===== src/rtl/sdram_wb_arbiter.sv =====
// sdram_wb_arbiter: round-robin Wishbone arbiter in front of the SDRAM controller.
// A master owns the slave port for a whole CYC (bursts included). Ownership
// rotates only at CYC boundaries. A watchdog ends any transfer that the slave
// never terminates by returning ERR to the owning master.
module sdram_wb_arbiter #(
    parameter int NM      = 2,
    parameter int AW      = 32,
    parameter int DW      = 32,
    parameter int TIMEOUT = 1024
) (
    input  logic             clk,
    input  logic             rst,
    input  logic [NM-1:0]    m_cyc,
    input  logic [NM-1:0]    m_stb,
    input  logic [NM-1:0]    m_we,
    input  logic [NM*AW-1:0] m_adr,
    input  logic [NM*DW-1:0] m_dat_w,
    input  logic [NM*3-1:0]  m_cti,
    output logic [NM-1:0]    m_ack,
    output logic [NM-1:0]    m_err,
    output logic [NM-1:0]    m_rty,
    output logic [DW-1:0]    m_dat_r,
    output logic             s_cyc,
    output logic             s_stb,
    output logic             s_we,
    output logic [AW-1:0]    s_adr,
    output logic [DW-1:0]    s_dat_w,
    output logic [2:0]       s_cti,
    input  logic             s_ack,
    input  logic             s_err,
    input  logic             s_rty,
    input  logic [DW-1:0]    s_dat_r,
    output logic [NM-1:0]    gnt,
    output logic             timeout
);

    // Owner index width; a single-bit index is kept even for tiny NM.
    localparam int OW  = (NM > 1) ? $clog2(NM) : 1;
    // Watchdog counter must be able to hold TIMEOUT.
    localparam int WDW = $clog2(TIMEOUT + 1);

    typedef enum logic [1:0] {
        IDLE     = 2'd0,
        BUS      = 2'd1,
        ERR_TERM = 2'd2,
        RELEASE  = 2'd3
    } state_t;

    state_t         state_q, state_d;
    logic [OW-1:0]  own_q, own_d;
    logic [OW-1:0]  last_q, last_d;
    logic [WDW-1:0] wd_q, wd_d;

    logic [OW-1:0]  win;
    logic           term;

    // Signals of the current owner, selected by own_q.
    logic           sel_cyc;
    logic           sel_stb;
    logic           sel_we;
    logic [AW-1:0]  sel_adr;
    logic [DW-1:0]  sel_dat_w;
    logic [2:0]     sel_cti;

    assign sel_cyc   = m_cyc[own_q];
    assign sel_stb   = m_stb[own_q];
    assign sel_we    = m_we[own_q];
    assign sel_adr   = m_adr[own_q*AW +: AW];
    assign sel_dat_w = m_dat_w[own_q*DW +: DW];
    assign sel_cti   = m_cti[own_q*3 +: 3];

    assign term      = s_ack | s_err | s_rty;

    // Read data is broadcast; only the owner's ACK qualifies it.
    assign m_dat_r   = s_dat_r;

    // Round-robin pick: first requester searching upward from last+1, wrapping.
    always_comb begin
        int  idx;
        logic found;
        win   = own_q;
        found = 1'b0;
        idx   = 0;
        for (int k = 1; k <= NM; k++) begin
            idx = int'(last_q) + k;
            if (idx >= NM) begin
                idx = idx - NM;
            end
            if (!found && m_cyc[OW'(idx)]) begin
                win   = OW'(idx);
                found = 1'b1;
            end
        end
    end

    // Next-state logic: arbitration, ownership hold, watchdog and release.
    always_comb begin
        state_d = state_q;
        own_d   = own_q;
        last_d  = last_q;
        wd_d    = '0;
        case (state_q)
            IDLE: begin
                if (|m_cyc) begin
                    own_d   = win;
                    state_d = BUS;
                end
            end
            BUS: begin
                if (!sel_cyc) begin
                    // Owner ended its cycle; any termination this cycle
                    // has already been passed through combinationally.
                    state_d = RELEASE;
                end else if (sel_stb && !term) begin
                    // A termination in the last allowed cycle beats the watchdog.
                    if (wd_q == WDW'(TIMEOUT - 1)) begin
                        state_d = ERR_TERM;
                    end else begin
                        wd_d = wd_q + 1'b1;
                    end
                end
            end
            ERR_TERM: begin
                state_d = RELEASE;
            end
            RELEASE: begin
                last_d  = own_q;
                state_d = IDLE;
            end
            default: begin
                state_d = IDLE;
            end
        endcase
    end

    // Output decode: slave port and terminations routed only to/from the owner.
    always_comb begin
        s_cyc   = 1'b0;
        s_stb   = 1'b0;
        s_we    = 1'b0;
        s_adr   = '0;
        s_dat_w = '0;
        s_cti   = 3'b000;
        m_ack   = '0;
        m_err   = '0;
        m_rty   = '0;
        gnt     = '0;
        timeout = 1'b0;
        case (state_q)
            BUS: begin
                s_cyc        = sel_cyc;
                s_stb        = sel_stb;
                s_we         = sel_we;
                s_adr        = sel_adr;
                s_dat_w      = sel_dat_w;
                s_cti        = sel_cti;
                m_ack[own_q] = s_ack;
                m_err[own_q] = s_err;
                m_rty[own_q] = s_rty;
                gnt[own_q]   = 1'b1;
            end
            ERR_TERM: begin
                // Slave sees the cycle aborted; owner sees an error.
                m_err[own_q] = 1'b1;
                gnt[own_q]   = 1'b1;
                timeout      = 1'b1;
            end
            default: begin
            end
        endcase
    end

    // State registers; last starts at NM-1 so master 0 wins first after reset.
    always_ff @(posedge clk) begin
        if (rst) begin
            state_q <= IDLE;
            own_q   <= '0;
            last_q  <= OW'(NM - 1);
            wd_q    <= '0;
        end else begin
            state_q <= state_d;
            own_q   <= own_d;
            last_q  <= last_d;
            wd_q    <= wd_d;
        end
    end

endmodule


===== config.mk =====
export PLATFORM = sky130hd
export DESIGN_NAME = sdram_wb_arbiter
export DESIGN_NICKNAME = d
export VERILOG_FILES = /design/src/rtl/sdram_wb_arbiter.sv
export SDC_FILE = /design/constraint.sdc
export NUM_CORES = 1
export LEC_CHECK = 0
export CORE_MARGIN = 8
export CORE_UTILIZATION = 24
export CTS_CLUSTER_SIZE = 12
export DETAILED_ROUTE_END_ITERATION = 8
export PLACE_DENSITY = 0.86
export SYNTH_ARGS = -nofsm -noshare
export SYNTH_HDL_FRONTEND = slang
export SYNTH_SLANG_ARGS = --single-unit
export TNS_END_PERCENT = 50

===== constraint.sdc =====
create_clock -name clk -period 1.77 [get_ports clk]
set_input_delay 0.354 -clock clk [delete_from_list [all_inputs] [get_ports clk]]
set_output_delay 0.354 -clock clk [all_outputs]
set_load 0.03 [all_outputs]

==> GITHUB_STEP_SUMMARY, run 1 <==
### Metrics collected by this job

| Metric | Value |
|---|---|
| P_seq | `417 µW` |
| Final hold violations | `0` |
| Synth-to-Final Area Change | `168%` |
| Minimum clock period after layout | `1.88 ns` |
| Post-synth top cells | `nor2b_1 (73), mux2i_1 (70), buf_4 (32), nor2_1 (19), dfxtp_1 (15)` |
| Via count | `2921` |
| Comb power frac | `88.0%` |
| Top cells excl fill/tap | `clkdlybuf4s50_1 (141), buf_6 (57), nor2b_2 (52)` |
| Share of layout cells above drive strength 1 | `52.7%` |
| DR WL met3 | `1050 µm` |
| Biggest Area Class | `buffers` |
| Max-cap violations | `0` |
| DIE HEIGHT | `~110 µm` |
| Failing checks | `negative setup slack` |
| DRT iter0 DRCs | `70` |
| Endpoint class of the critical path | `output pin` |
| Clock Latency Late Sink | `0.24 ns` |
| Finished Cell Area | `5990 µm²` |
| Multi-In Gates | `between 200 and 250` |
| Resize count post-CTS | `~80` |
| Cell area leaders | `mux2i_1 (31%), nor2b_1 (20%), dfxtp_1 (13%)` |
| I/O pin total | `288` |
| Hold path startpoint | `wd_q[10]$_SDFF_PP0_` |
| Synth Seq Share | `13.4%` |
| Clock buffers | `4` |
| DR pass1 iterations | `4` |
| PnR worst setup slack | `-0.110 ns` |
| Clk pwr | `274 µW` |
| Count of different cell masters after synthesis | `29` |
| Non-clk buf share | `53.0%` |
| Antenna-violating nets left | `0` |
| Met1 GRT Util | `15.2%` |
| Finished Layout Cells | `629` |
| Yosys stat area | `2240 µm²` |
| Top Metal Used | `met4` |
| # Post-CTS Setup Buffers | `9` |
| Most Crowded Layer GR | `met2` |
| Syn Area/Cell | `8.02 µm²` |
| Setup violations, final | `63` |
| Post-synthesis instance total | `between 200 and 300` |
| Hold_buf cts | `0` |
| # DRC | `0` |
| Seq area share | `5.20%` |
| Comb. pwr | `5.08 mW` |
| Power per cell area | `roughly 960 nW/µm²` |
| Post-route total power | `5.77 mW` |
| Area leader share | `31.3%` |
| Max-slew headroom | `80.0%` |
| Asr flop ratio synth | `0%` |
| VDD IR max | `0.452 mV` |
| PortBufs | `roughly 220` |
| Clk slew on worst S/H paths | `approximately 0.06 ns` |
| Num tapcells | `111` |
| Seq cells | `15` |
| Hold Crit Class | `flip-flop to flip-flop` |
| Status | `complete, but fails checks` |
| CTS root buf | `clkbuf_8` |
| Switching share of total power | `43.0%` |
| CP delay by family, top | `buffers and inverters` |
| RSZ-0062 raised after global routing | `true` |
| Reg2Reg Capture Point | `state_q[0]$_SDFFE_PP0P_` |
| Netlist Area Pre-Place | `~2200 µm²` |
| Leak | `2.27 nW` |
| Yosys warnings | `0` |
| WHS Path Cells | `1` |
Fig. 1: run 1, logic cells by family
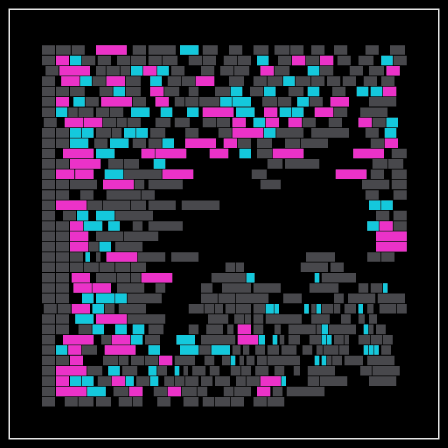
legend:
  multiplexers:
    colour: magenta
    cells: 72
    most_used: mux2i_1
    where: widely spread
  NOR gates:
    colour: cyan
    cells: 94
    most_used: nor2b_2
    where: widely spread

Fig. 2: run 1, pin placement
The bar under the picture is 20 µm long. Pins as bars across the die edge, other pins in grey.
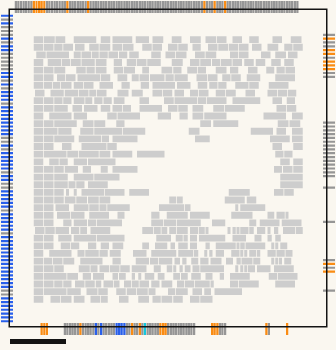
legend:
  s_ack:
    colour: cyan
    pins: 1
    direction: input
    edge: bottom
  s_dat_r:
    colour: orange
    pins: 32
    direction: input
    edge: 14 bottom, 10 top, 8 right
  m_adr:
    colour: blue
    pins: 64
    direction: input
    edge: 58 left, 6 bottom

Fig. 3: run 1, wire density map
23 x 23 tiles, from white (low) to dark blue (high), scaled to the fullest tile. Values are wire area over tile area, all layers added.
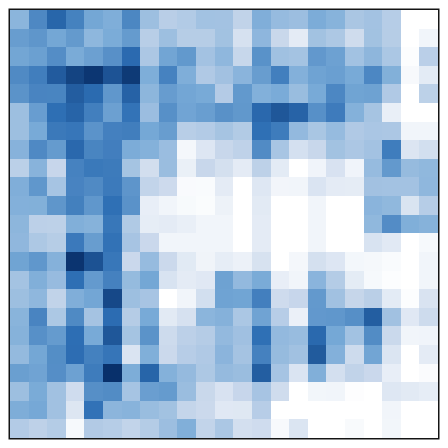
densest ninth of the die: top left
mean over tiles: 0.17
tiles over half the peak: 29%
emptiest ninth of the die: middle
fullest tile: 0.47
nearly empty tiles: 9.3%

Fig. 4: run 1, layout detail
The bar under the picture is 5 µm long. Region (46, 69) to (66, 89) µm. Cells in grey, sequential cells in the stronger grey; small squares are vias.
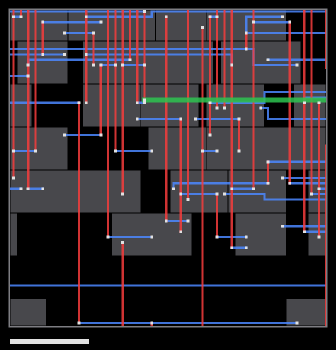

--- run 2 (diff from run 1) ---
--- a/config.mk
+++ b/config.mk
@@ -7,9 +7,10 @@
 export LEC_CHECK = 0
 export CORE_MARGIN = 8
 export CORE_UTILIZATION = 24
-export CTS_CLUSTER_SIZE = 12
 export DETAILED_ROUTE_END_ITERATION = 8
 export PLACE_DENSITY = 0.86
+export RECOVER_POWER = 100
+export REMOVE_ABC_BUFFERS = 1
 export SYNTH_ARGS = -nofsm -noshare
 export SYNTH_HDL_FRONTEND = slang
 export SYNTH_SLANG_ARGS = --single-unit
Fig. 5: run 2, layout detail
The bar under the picture is 5 µm long. Region (46, 69) to (66, 89) µm. Cells in grey, sequential cells in the stronger grey; small squares are vias.
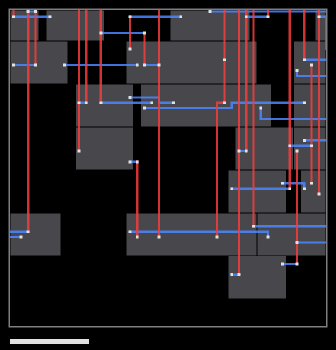
legend:
  met2:
    colour: red
  met1:
    colour: blue
sequential cells in the window: 0
most frequent: clkdlybuf4s50_1 (7), mux2i_4 (3)
cells with their middle in the window: 15

==> run 2 against run 1 <==
Compared with the run above:
- the flow still finishes with violations (negative setup slack)
- critical path depth did not move
- wire length is 1.3% higher
- global-route usage up 1.3 points
- flip-flop count did not move
- largest cell class unchanged
==> GITHUB_STEP_SUMMARY, run 2 <==
### Metrics collected by this job

| Metric | Value |
|---|---|
| Seq area share | `6.05% (+0.85 points)` |
| Placed cells | `588` |
| Dpl hpwl | `10400 µm` |
| Switch Pwr | `2.29 mW` |
| DR pass1 iterations | `4 (unchanged)` |
| Inverters | `3` |
| Asr flop ratio synth | `0% (unchanged)` |
| Status | `complete, but fails checks` |
| Clk pwr | `286 µW (+4%)` |
| Seq cells | `15 (unchanged)` |
| # DRC | `0 (unchanged)` |
| Initial antenna violation count | `0` |
| Placed Area | `4490 µm²` |
| Hold path startpoint | `wd_q[10]$_SDFF_PP0_` |
| Failing checks | `negative setup slack` |
| Synth-to-Final Area Change | `133%` |
| Clock Sinks | `15` |
| Synth mux share | `between 30% and 40%` |
| WHS Endpoint | `wd_q[10]$_SDFF_PP0_` |
| Comb power frac | `85.9% (-2.1 points)` |
| Non-clk buf share | `51.9% (-1.1 points)` |
| Post-synthesis instance total | `279 (unchanged)` |
| FF+latch count, synth | `15` |
| Yosys stat area | `2240 µm² (unchanged)` |
| Pin count of the biggest net entering global routing | `between 50 and 60` |
| Multi-In Gates | `212 (unchanged)` |
| Area leader share | `31.3% (unchanged)` |
| Num tapcells | `111 (unchanged)` |
| Htree depth | `1` |
| Clk slew on worst S/H paths | `0.06 ns (about the same)` |
| Top_reg_cell synth | `dfxtp_1` |
| Count of different cell masters after synthesis | `29 (unchanged)` |
| Worst slack at placement | `-0.386 ns` |
| Fp util | `24.4%` |
| CP Launch Type | `flip-flop` |
| Max Fclk | `roughly 0.55 GHz` |
| Biggest Area Class | `buffers` |
| RSZ-0062 raised after global routing | `true` |
| Gate Area | `approximately 2000 µm²` |
| PnR worst setup slack | `-0.0645 ns (+0.0451 ns)` |
| P_seq | `413 µW (-1%)` |
| CTS tree | `yes` |
| Compound Share, Synth | `under 10%` |
| Clk tree area frac | `0.864%` |
| Netlist Area Pre-Place | `2240 µm² (unchanged)` |
| Max reg flops | `11` |
| CTS root buf | `clkbuf_8` |
| Comb. pwr | `4.25 mW (-16%)` |
| Post-synth top cells | `nor2b_1 (73), mux2i_1 (70), buf_4 (32), nor2_1 (19), dfxtp_1 (15)` |
| Top cells excl fill/tap | `clkdlybuf4s50_1 (139), buf_4 (77), mux2i_1 (53)` |
| R2r worst-path depth | `6` |
| # Post-CTS Setup Buffers | `4 (-5)` |
| FF+latch area | `~320 µm²` |
| Clock buffers | `4 (unchanged)` |
| Post-route total power | `4.95 mW (-14%)` |
| Worst setup path startpoint | `own_q$_SDFFE_PP0P_` |
| # rows | `35` |
| Inserted Diodes | `0` |
| Crit. path cell count | `5` |
| Antenna-violating nets left | `0 (unchanged)` |
| DR WL met3 | `1280 µm (+22%)` |
| Top Metal Used | `met4` |
| Slowest-stage cell, CP | `dfxtp_4` |
| Setup crit end | `s_dat_w[25]` |
| Via count | `2826 (-3.3%)` |
| Yosys warnings | `0 (unchanged)` |
| Final hold violations | `0 (unchanged)` |
| Clock buffer depth | `2` |
| Finished Cell Area | `5210 µm² (-13%)` |
| Total Neg Setup Slack | `-0.448 ns` |
| DRT iter0 DRCs | `122 (+74%)` |
| Yosys cell count | `279` |
| Most Crowded Layer GR | `met2` |
| Fin crit share | `104%` |
| Clock Latency Late Sink | `0.25 ns (about the same)` |
| Minimum clock period after layout | `1.83 ns (-0.0451 ns)` |
| Top Registers | `wd_q x11, state_q x2` |
| Hold_buf cts | `0 (unchanged)` |
| Internal power | `2.66 mW` |
| Chip area | `12700 µm²` |
| Endpoint class of the critical path | `output pin` |
| Drt wl/cell | `22.1 µm` |
| FILL cells | `about 770` |
| Largest fanout on the critical path | `7` |
| VDD IR max | `0.552 mV (+22%)` |
| PortBufs | `223 (unchanged)` |
| DIE HEIGHT | `113 µm (unchanged)` |
| Syn Area/Cell | `8.02 µm² (unchanged)` |
| Routed WL | `13400 µm` |
| Reg2Reg Capture Point | `state_q[1]$_SDFFE_PP0P_` |
| Hold Crit Class | `flip-flop to flip-flop` |
| Slew Viols, Final | `0` |
| Most numerous cell in the Yosys netlist | `nor2b_1` |
| Max-cap violations | `0 (unchanged)` |
| Met2 Use GR | `between 30 and 40%` |
| WHS Path Cells | `1 (unchanged)` |
| RR Startpoint | `wd_q[1]$_SDFF_PP0_` |
| Flop2flop setup slack | `-0.02 ns` |
| Slowest Stage Delay on Critical Path | `0.37 ns` |
| Power per cell area | `950 nW/µm² (-1.4%)` |
| Simple-Gate Area Share | `a little under a third` |
| First-pass GRT wire length | `roughly 18000 µm` |
| Flop pwr share | `8.3%` |
| Switching share of total power | `46.3% (+3.2 points)` |
| Crit Path Class | `flip-flop to output pin` |
| CP delay by family, top | `buffers and inverters` |
| Final core occ | `56.9%` |
| Setup violations, final | `22 (-65%)` |
| Share of layout cells above drive strength 1 | `39.3% (-13 points)` |
| Vias in the first global route | `3073` |
| I/O pin total | `288 (unchanged)` |
| WL met2 | `7090 µm` |
| Top power group | `combinational logic` |
| All-Layer GR Usage | `18.5%` |
| Leak | `1.98 nW (-13%)` |
| Core area | `9150 µm²` |
| Finished Layout Cells | `607 (-3.5%)` |
| Clock Skews | `0.00418 ns` |
| Max-slew headroom | `79.7% (-0.26 points)` |
| Met1 GRT Util | `19.9% (+4.7 points)` |
| Cell area leaders | `mux2i_1 (31%), nor2b_1 (20%), dfxtp_1 (13%)` |
| Synth Seq Share | `13.4% (unchanged)` |
| Resize count post-CTS | `58 (-29%)` |
| Worst slew pin tran | `0.303 ns` |
| Comb area share | `38.2%` |
| Grt met3 use | `8.43%` |
Fig. 6: run 2, logic cells by family
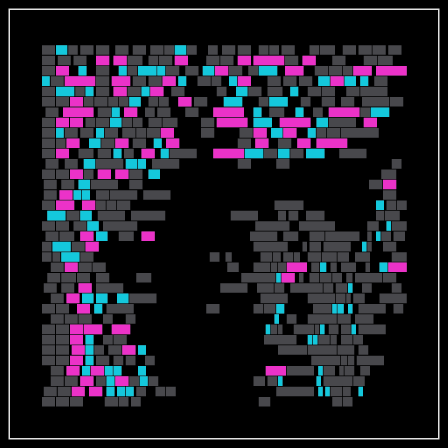
legend:
  NOR gates:
    colour: cyan
    cells: 94
    most_used: nor2b_1
    where: widely spread
  multiplexers:
    colour: magenta
    cells: 72
    most_used: mux2i_1

Power and IR drop assume default switching activity.
